==> config.mk <==
export PLATFORM = sky130hd
export DESIGN_NAME = fetch_prefetch_unit
export DESIGN_NICKNAME = d
export VERILOG_FILES = /design/src/rtl/fetch_prefetch_unit_pkg.sv /design/src/rtl/fetch_prefetch_unit_queue.sv /design/src/rtl/fetch_prefetch_unit.sv
export SDC_FILE = /design/constraint.sdc
export NUM_CORES = 1
export LEC_CHECK = 0
export CELL_PAD_IN_SITES_DETAIL_PLACEMENT = 0
export CELL_PAD_IN_SITES_GLOBAL_PLACEMENT = 2
export CORE_MARGIN = 5
export CORE_UTILIZATION = 40
export CTS_CLUSTER_SIZE = 24
export DETAILED_ROUTE_END_ITERATION = 12
export PLACE_DENSITY = 0.83
export SLEW_MARGIN = 0
export SYNTH_ARGS = -nofsm -noshare
export SYNTH_HDL_FRONTEND = slang
export SYNTH_HIERARCHICAL = 1
export SYNTH_SLANG_ARGS = --single-unit
==> constraint.sdc <==
create_clock -name clk -period 4.65 [get_ports clk]
set_input_delay 0.6975 -clock clk [delete_from_list [all_inputs] [get_ports clk]]
set_output_delay 0.6975 -clock clk [all_outputs]
set_load 0.05 [all_outputs]
Fig. 1: selected gate families
Drawn at 1.5 px/um.
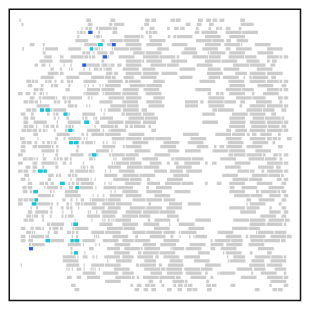
[xor and xnor cells] blue | cells: 5 | most used: xnor2_1
[non-inverting ao/oa cells] cyan | cells: 22 | most used: a221o_1
logic share of the area: 22.20%
final cell count without fillers: 1487

Fig. 2: layout detail
Window x 132 to 157, y 132 to 157 um. Cells in gray, sequential cells in the stronger gray; small squares are vias.
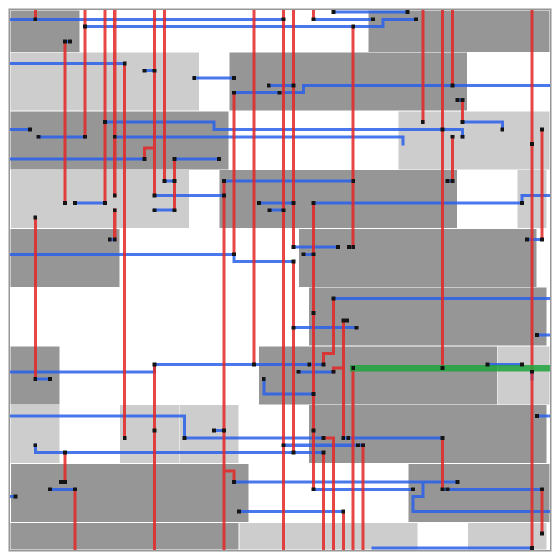
[M2] red
[M1] blue
[M3] green
most frequent: edfxtp_1 (10), buf_4 (3), mux4_2 (2)
sequential cells in the window: 10
cells with their middle in the window: 17

==> job_summary.md <==
## PnR job results

| Metric | Value |
|---|---|
| Sequential Power Share | 48.9% |
| Part of the power in combinational logic | 12.2% |
| P_sw | 1.783 mW |
| Power Clock | 2.76 mW |
| Pre-CTS WS | 1.340 ns |
| Slowest cell on the critical path | dfrtp_4 |
| Hold Fails Final Rpt | 0 |
| Invs w/o clock | 14 |
| CTS Hold Buffers Added | 0 |
| Registers | 326 |
| Post-synth ARST share | 21.47% |
| Largest net degree at the start of global routing | 66 |
| Critical Path, Cell by Cell | mux4_2 > and2_1 > clkdlybuf4s50_1 |
| Placer Congestion | 0.8780 |
| P_comb | 0.862 mW |
| XOR Share, Synth | 0.3264% |
| Yosys top cell by instances | edfxtp_1 |
| Routed length on met3 | 1.717 mm |
| Crit path max fanout | 65 |
| Post-synth cell types | 65 |
| Vias/cell | 5.182 |
| Top pwr grp | registers |
| Switching share of total power | 25.18% |
| Top class by area | registers |
| Layout cells sized above 1 | 15.78% |
| PortBufs | 166 |
| Clk tree area frac | 6.903% |
| Core Util at FP | 40.22% |
| Met1 usage | 22.53% |
| Crit. End Element | primary output |
| Rel. slew slack | 33.60% |
| CTS tree | yes |
| Yosys Warn Count | 6 |
| R2R cell count | 5 |
| Max cap viols | 0 |
| Crit-path leading delay family | flip-flops |
| Synth Register Bits | 326 |
| Clk_buf instances | 40 |
| # nets final | 1090 |
| Core Box Area | 33360 sq um |
| Filler Cell Count | 2893 |
| Top cells by count, synth | edfxtp_1 (256), nand2_1 (98), and2_1 (78) |
| Htree depth | 2 |
| Reg2Reg Setup Slack | 2.07 ns |
| Die height | 193.2 um |
| Setup CP Type | flop to primary output |
| Stage-log warning count | 31 |
| Total clock sinks | 326 |
| Commonest Layout Cell | edfxtp_1 |
| Clk_skew | 0.02560 ns |
| Worst hold slack | 0.2890 ns |
| Global route overflow | 0 |
| Largest area contributor in the netlist | edfxtp_1 |
| Cell area leaders | edfxtp_1 (57%), dfrtp_1 (13%), mux4_2 (11%) |
| Tcrit/Tclk final | 79.64% |
| Avg WL per Cell | 19.55 um |
| All-Layer GR Usage | 15.84% |
| Flop share of the area | 56.16% |
| Crit path DAT | 3.01 ns |
| Met3 usage | 3.079% |
| Layout area overhead | 25.35% |
| Detailed placement HPWL | 18.64 mm |
| Detailed-route DRC error count | 0 |
| Status | complete, no violations |
| Root Driver | clkbuf_16 |
| Highest Signal Layer | met4 |
| Synth top area share | 57.29% |
| # diodes | 0 |
| Buffers excl. clock | 191 |
| Vias in the first global route | 8171 |
No activity file was given, so power comes from the tool's default toggle rates.
